Sequential cells coloured by netlist name:
Drawn at 6 px/um. Other sequential cells in the stronger grey, the rest of the logic in the fainter grey.
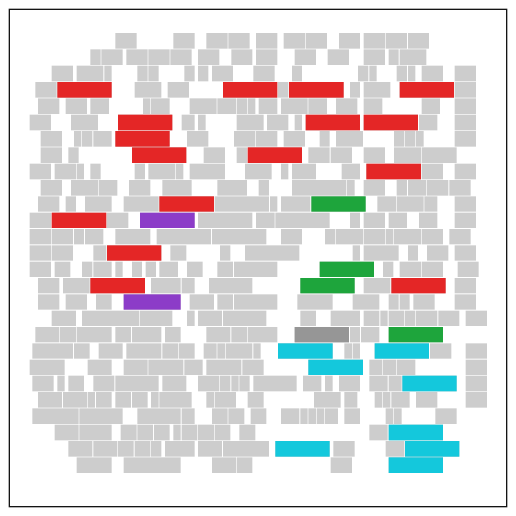
Cells coloured by class:
Drawn at 6 px/um. Fill, decap, tap and diode cells in grey.
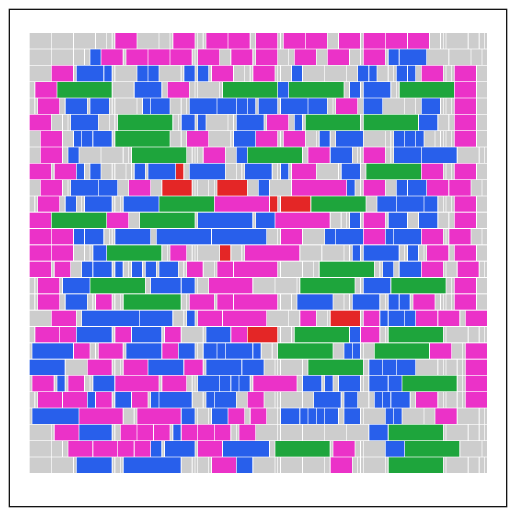
**config.mk**
```make
export PLATFORM = sky130hd
export DESIGN_NAME = regbank_wr_arbiter
export DESIGN_NICKNAME = d
export VERILOG_FILES = /design/src/rtl/regbank_wr_arbiter_pkg.sv /design/src/rtl/regbank_wr_arbiter_rr_pick.sv /design/src/rtl/regbank_wr_arbiter.sv
export SDC_FILE = /design/constraint.sdc
export NUM_CORES = 1
export LEC_CHECK = 0
export CORE_MARGIN = 3
export CORE_UTILIZATION = 38
export CTS_CLUSTER_DIAMETER = 100
export DETAILED_ROUTE_END_ITERATION = 8
export HOLD_SLACK_MARGIN = 0.03
export PLACE_DENSITY = 0.74
export SLEW_MARGIN = 20
export SYNTH_ARGS = -nofsm -noshare
export SYNTH_HDL_FRONTEND = slang
export SYNTH_SLANG_ARGS = --single-unit
```
**constraint.sdc**
```tcl
create_clock -name clk -period 2.5 [get_ports clk]
set_clock_uncertainty 0.2 [all_clocks]
set_input_delay 0.75 -clock clk [delete_from_list [all_inputs] [get_ports clk]]
set_output_delay 0.75 -clock clk [all_outputs]
set_load 0.02 [all_outputs]
```
**src/rtl/regbank_wr_arbiter_pkg.sv**
```systemverilog
`default_nettype none
// ============================================================================
// Module   : regbank_wr_arbiter_pkg
// Brief    : Shared CPU constants for the register-bank write arbiter.
// Revision : 1.0 - initial release
// ============================================================================
package regbank_wr_arbiter_pkg;

    // Two-state write FSM encoding
    localparam int         c_state_w   = 1;
    localparam logic [0:0] c_st_idle   = 1'b0;
    localparam logic [0:0] c_st_write  = 1'b1;

    // Register 3 is the hard-wired constant generator; writes to it are dropped
    localparam int c_const_reg = 3;

    // Requester IDs
    localparam int c_req_pc     = 0;
    localparam int c_req_alu    = 1;
    localparam int c_req_loader = 2;

    // Index width that stays legal for a single requester
    function automatic int idx_width(input int n);
        return (n > 1) ? $clog2(n) : 1;
    endfunction

endpackage
`default_nettype wire

```
**src/rtl/regbank_wr_arbiter_rr_pick.sv**
```systemverilog
`default_nettype none
// ============================================================================
// Module   : rr_pick
// Brief    : Combinational round-robin winner select with optional fixed
//            priority for requester 0.
// Revision : 1.0 - initial release
// ============================================================================
module rr_pick
    import regbank_wr_arbiter_pkg::*;
#(
    parameter int NREQ  = 3,
    parameter int IDX_W = idx_width(NREQ)
) (
    input  logic [NREQ-1:0]  req,
    input  logic [IDX_W-1:0] rr_ptr,
    input  logic             pri_en,
    output logic             valid,
    output logic [NREQ-1:0]  gnt,
    output logic [IDX_W-1:0] idx
);

    always_comb begin : p_pick
        int               pos;
        logic [IDX_W-1:0] cand;
        pos   = 0;
        cand  = '0;
        valid = 1'b0;
        idx   = '0;
        // Walk from rr_ptr, wrapping modulo NREQ; first set request wins
        for (int k = 0; k < NREQ; k++) begin
            pos = int'(rr_ptr) + k;
            if (pos >= NREQ) begin
                pos = pos - NREQ;
            end
            cand = IDX_W'(pos);
            if (!valid && req[cand]) begin
                valid = 1'b1;
                idx   = cand;
            end
        end
        if (pri_en && req[c_req_pc]) begin
            valid = 1'b1;
            idx   = IDX_W'(c_req_pc);
        end
        gnt = valid ? (NREQ'(1) << idx) : '0;
    end

endmodule
`default_nettype wire

```
**src/rtl/regbank_wr_arbiter.sv**
```systemverilog
`default_nettype none
// ============================================================================
// Module   : regbank_wr_arbiter
// Brief    : Arbitrates register-bank writes from NREQ requesters, one write
//            per two cycles. Define REGARB_PC_PRIORITY_EN to give requester 0
//            fixed priority over the round-robin.
// Revision : 1.0 - initial release
// ============================================================================
module regbank_wr_arbiter
    import regbank_wr_arbiter_pkg::*;
#(
    parameter int DATA_W = 16,
    parameter int REG_W  = 4,
    parameter int NREQ   = 3
) (
    input  logic                    clk,
    input  logic                    rst,
    input  logic [NREQ-1:0]         req,
    input  logic [NREQ*REG_W-1:0]   req_reg,
    input  logic [NREQ*DATA_W-1:0]  req_data,
    output logic [NREQ-1:0]         gnt,
    output logic                    wr_en,
    output logic [REG_W-1:0]        wr_reg,
    output logic [DATA_W-1:0]       wr_data,
    output logic                    busy,
    output logic [7:0]              drop_cnt
);

    localparam int c_idx_w = idx_width(NREQ);

`ifdef REGARB_PC_PRIORITY_EN
    localparam logic c_pri_en = 1'b1;
`else
    localparam logic c_pri_en = 1'b0;
`endif

    logic [c_state_w-1:0] state_q, state_d;
    logic [c_idx_w-1:0]   rr_ptr_q, rr_ptr_d;
    logic [REG_W-1:0]     wr_reg_q, wr_reg_d;
    logic [DATA_W-1:0]    wr_data_q, wr_data_d;
    logic [7:0]           drop_cnt_q, drop_cnt_d;

    logic                 pick_valid;
    logic [NREQ-1:0]      pick_gnt;
    logic [c_idx_w-1:0]   pick_idx;
    logic                 w_drop;

    rr_pick #(
        .NREQ  (NREQ),
        .IDX_W (c_idx_w)
    ) u_rr_pick (
        .req    (req),
        .rr_ptr (rr_ptr_q),
        .pri_en (c_pri_en),
        .valid  (pick_valid),
        .gnt    (pick_gnt),
        .idx    (pick_idx)
    );

    // The latched target decides whether the pending write is dropped
    assign w_drop = (wr_reg_q == REG_W'(c_const_reg));

    always_ff @(posedge clk or posedge rst) begin
        if (rst) begin
            state_q    <= c_st_idle;
            rr_ptr_q   <= '0;
            wr_reg_q   <= '0;
            wr_data_q  <= '0;
            drop_cnt_q <= '0;
        end else begin
            state_q    <= state_d;
            rr_ptr_q   <= rr_ptr_d;
            wr_reg_q   <= wr_reg_d;
            wr_data_q  <= wr_data_d;
            drop_cnt_q <= drop_cnt_d;
        end
    end

    always_comb begin
        state_d    = state_q;
        rr_ptr_d   = rr_ptr_q;
        wr_reg_d   = wr_reg_q;
        wr_data_d  = wr_data_q;
        drop_cnt_d = drop_cnt_q;
        case (state_q)
            c_st_idle: begin
                if (pick_valid) begin
                    state_d   = c_st_write;
                    rr_ptr_d  = (pick_idx == c_idx_w'(NREQ - 1)) ? '0
                                                                 : pick_idx + c_idx_w'(1);
                    wr_reg_d  = req_reg[pick_idx*REG_W +: REG_W];
                    wr_data_d = req_data[pick_idx*DATA_W +: DATA_W];
                end
            end
            c_st_write: begin
                state_d = c_st_idle;
                if (w_drop && (drop_cnt_q != 8'hFF)) begin
                    drop_cnt_d = drop_cnt_q + 8'd1;
                end
            end
            default: state_d = c_st_idle;
        endcase
    end

    // rst gates gnt directly so a grant never leaks while reset is held
    always_comb begin
        gnt      = ((state_q == c_st_idle) && !rst) ? pick_gnt : '0;
        busy     = (state_q == c_st_write);
        wr_en    = (state_q == c_st_write) && !w_drop;
        wr_reg   = wr_reg_q;
        wr_data  = wr_data_q;
        drop_cnt = drop_cnt_q;
    end

endmodule
`default_nettype wire

```
==> notes.md <==
The full implementation flow was run.

Looking at the reg2reg group, the worst path starts from rr_ptr_q[0]. The number of buffers created by CTS stands at 5. The number of DRC markers in iteration 0 stands at 121. The post-layout minimum cycle time stands at 3.11 ns. Summing over every cut layer, the via total after detailed routing is 2463. The area fraction of the largest cell type after synthesis is 0.347.

STA classifies the critical path endpoint as a primary output. Setup slack on the critical path of the routed design comes to -0.605 ns. The number of max-cap violations stands at 0. The via count of the first global-routing pass stands at 2354. The number of buffers on the longest clock path stands at 2. The worst setup path is launched from a register. The total overflow left after global routing is 0. The number of design rule violations left after detail routing stands at 0.

The sum of net half-perimeters after detailed placement stands at 4870 um. Per the final layout report, the fraction of cells sized above drive strength 1 comes to 0.350. The initial core utilization stands at 0.398.

In this run the VDD rail shows a maximum IR drop of 1.52 mV. The top cell type in the final layout, fill and taps aside, is clkdlybuf4s50_1. Per STA, the endpoint of the critical path is gnt[1]. Per the layout report, the design carries between 400 and 500 filler cells. The overall power consumption stands at 5.52 mW. The leakage power stands at 1.54 nW.

For the pin with the worst max-slew slack, the measured transition is 0.423 ns. The total number of warnings across the stage logs stands at 32. The final number of max-transition violations stands at 0. Per the repair_timing log after CTS, setup buffers inserted total 12. The worst endpoint required time stands at around 1.6 ns.

The arithmetic-cell share of the synthesized area counting full adders, half adders and majority gates stands at 0.0280. The placed instances occupy a cell area of 3490 sq um. between 90 and 100 I/O pins were placed. Looking at the reg2reg group, the worst path ends at wr_data[7]. The root buffer cell chosen for the clock tree is clkbuf_8. Between the synthesized netlist and the finished layout, the area growth was recorded as 81.1%. By area, the combinational part of the netlist is dominated by AND-OR/OR-AND gates. Counting cells, the worst reg-to-reg path comes to 10.

The clock reaches the later pin of the worst-skew pair after 0.27 ns. The number of hold buffers added after CTS was 0. The worst hold path depth stands at 1.

Among all flip-flop cells after synthesis, the most frequent one is dfrtp_1. The number of nets at floorplan stands at 296. TritonCTS built the clock tree.

On the final layout, the worst hold slack is approximately 0.30 ns. Yosys mapped a number of flops with a built-in enable equal to 0. In the hold report, the worst path ends at drop_cnt[6].

The synth_stat.txt file lists the number of cells as 226. The global-route wire length before repair stands at 11400 um. The finished layout holds between 400 and 500 standard cells, fillers aside. Ranked by total cell area, the synthesized netlist is headed by dfrtp_1 (35%), a211oi_2 (11%), a41oi_1 (7.8%), nor3_1 (5.4%), o21ai_0 (4.9%). The tightest min-delay check is of the register to register type. Setup repair after global routing could not meet its margin everywhere. The OpenROAD report gives the critical path a data arrival time of 2.16 ns.

The final period utilization stands at 1.24. The area of all placed cells without fillers stands at 4050 sq um. The highest achievable clock rate stands at 0.322 GHz. For the worst min-delay path, the startpoint reported by OpenROAD is drop_cnt[6]. Max fanout on the critical path was recorded as 5. For this block, the routed nets add up to 8180 um of wire. The checks that failed: setup timing. The global routing report lists combined usage of all routing layers as 0.218. The total negative slack for setup checks stands at -2.45 ns. In this run the remaining antenna-violating nets after routing total 0.

At the end of the flow the core is filled with cells to 0.721. The die is 82.7 um wide. The detailed-route wire length per cell stands at 18.8 um.

The depth of the CTS H-tree stands at 2. A synthesized cell averages 9.88 sq um. The register-to-register setup slack stands at -0.05 ns.

The count of nets after finishing stands at around 430. For this run, the final setup violation count is recorded as 20. The core region area stands at 5610 sq um.

The clock sink count stands at 31. Of the total synthesized cell area, the portion taken by AND-OR and OR-AND cells is 0.322. The number of hold violations in the final report stands at 0. The critical path in this run is classified as register to primary output. The synthesized instance count stands at 226. The floorplan step defined a die boundary enclosing 6830 sq um. The cell-mix breakdown from Yosys lists the XOR/XNOR area share as 0.0275. Timing analysis after detailed placement gives a worst setup slack of -1.39 ns.

The sequential share of the synthesized area stands at 0.347. The chip area line in the Yosys stat output reads 2230 sq um. The post-synthesis instance area stands at 2230 sq um. The total power divided by cell area stands at ~1400 nW/um^2. The iteration count of the initial detailed-routing pass stands at 4. The routed design shows a via density per instance of 5.66. The buffer_ports step reported a buffer count of 97.

The post-synthesis simple-gate area fraction stands at 0.168. The initial antenna violation count stands at 0. The initialized floorplan defines 27 standard-cell rows.

Routability-driven placement finished with a final weighted congestion of 0.815. The number of gates resized after CTS was 44. The number of antenna diodes in the final layout is 0.

The die is 82.7 um tall. After detailed placement, the design holds a cell count of approximately 400. Per the synthesis report, the dominant area consumer among library cells is dfrtp_1. The warning count from the yosys run stands at 0. Entering global routing, the biggest net connects 32 pins. The number of flip-flops in the largest register stands at 16. The critical path starts at rr_ptr_q[0]. Clock-pin slew was measured on the worst setup and hold paths at 0.06 ns. The share of cell area taken by muxes after synthesis stands at 0.0140. The synthesis stat section lists a flop and latch total of 31. The share of flip-flops with an asynchronous set or reset after synthesis stands at 1.00. The distinct cell type count of the synthesized netlist stands at 47. Ranking logic cells in the layout by count gives the top entries clkdlybuf4s50_1 (90), dfrtp_1 (30), buf_4 (29), nor2_1 (23), a211oi_2 (19). The flow ran to the end, but the final reports show violations. The relative slew slack stands at 0.718.
About 'sequential cells coloured by netlist name':
legend:
  drop_cnt:
    colour: cyan
    placed_flops: 8
    where: bottom right
  rr_ptr_q:
    colour: purple
    placed_flops: 2
  wr_data:
    colour: red
    placed_flops: 16
  wr_reg:
    colour: green
    placed_flops: 4

About 'cells coloured by class':
legend:
  clock drivers and dummy loads:
    colour: red
    cells: 8
    share_of_their_area: 2.1%
  remaining buffers and delay cells:
    colour: magenta
    cells: 149
    share_of_their_area: 40%
  remaining logic cells:
    colour: blue
    cells: 175
    share_of_their_area: 38%
  registers:
    colour: green
    cells: 31
    share_of_their_area: 20%

[power breakdown]
group	switching, mW	leakage [nW]	internal, mW
combinational	2.12	1.13	2.12
sequential	0.160	0.367	0.736
clock	0.182	0.0422	0.195
total	2.46	1.54	3.06
[cell type report]
cell class / count / area (sq um) / share of cell area
Sequential cell: 31 / 777 / 0.192
Multi-Input combinational cell: 169 / 1480 / 0.367
Tap cell: 72 / 90.1 / 0.0223
Clock inverter: 1 / 5.00 / 0.00124
Timing Repair Buffer: 149 / 1580 / 0.390
Inverter: 6 / 37.5 / 0.00928
Clock buffer: 7 / 76.3 / 0.0189
[synth_stat cells, drive strengths merged (2+ instances only)]
| master | n |
|---|---|
| dfrtp | 31 |
| nor2 | 27 |
| nor3 | 24 |
| o21ai | 24 |
| a211oi | 20 |
| a41oi | 20 |
| buf | 12 |
| clkbuf | 8 |
| nand2 | 8 |
| inv | 6 |
| ha | 5 |
| xnor2 | 5 |
| nand4 | 4 |
| nand3b | 3 |
| mux2i | 2 |
| nand3 | 2 |
| nor2b | 2 |
| o211a | 2 |
| o211ai | 2 |
| o21a | 2 |
| o31ai | 2 |
| xor2 | 2 |
[critical path, stage by stage, from the launching register on]
cell and delay, ns:
dfrtp_1 0.40, inv_2 0.07, ha_4 0.31, buf_6 0.11, nand3b_1 0.12, o21a_1 0.17
nor3_4 0.20, a21oi_4 0.09, buf_6 0.12, nor3_4 0.15, buf_6 0.14
[metal layers]
metal  share of wire  GRT usage  vias to the layer above
li1                -          -                     1134
met1            0.42      0.285                     1197
met2            0.50      0.367                      124
met3           0.076     0.0466                        8
met4          0.0089     0.0556                        0
met5               0          0                        -
Power figures rest on the tool's default switching activity, not on a simulated workload.
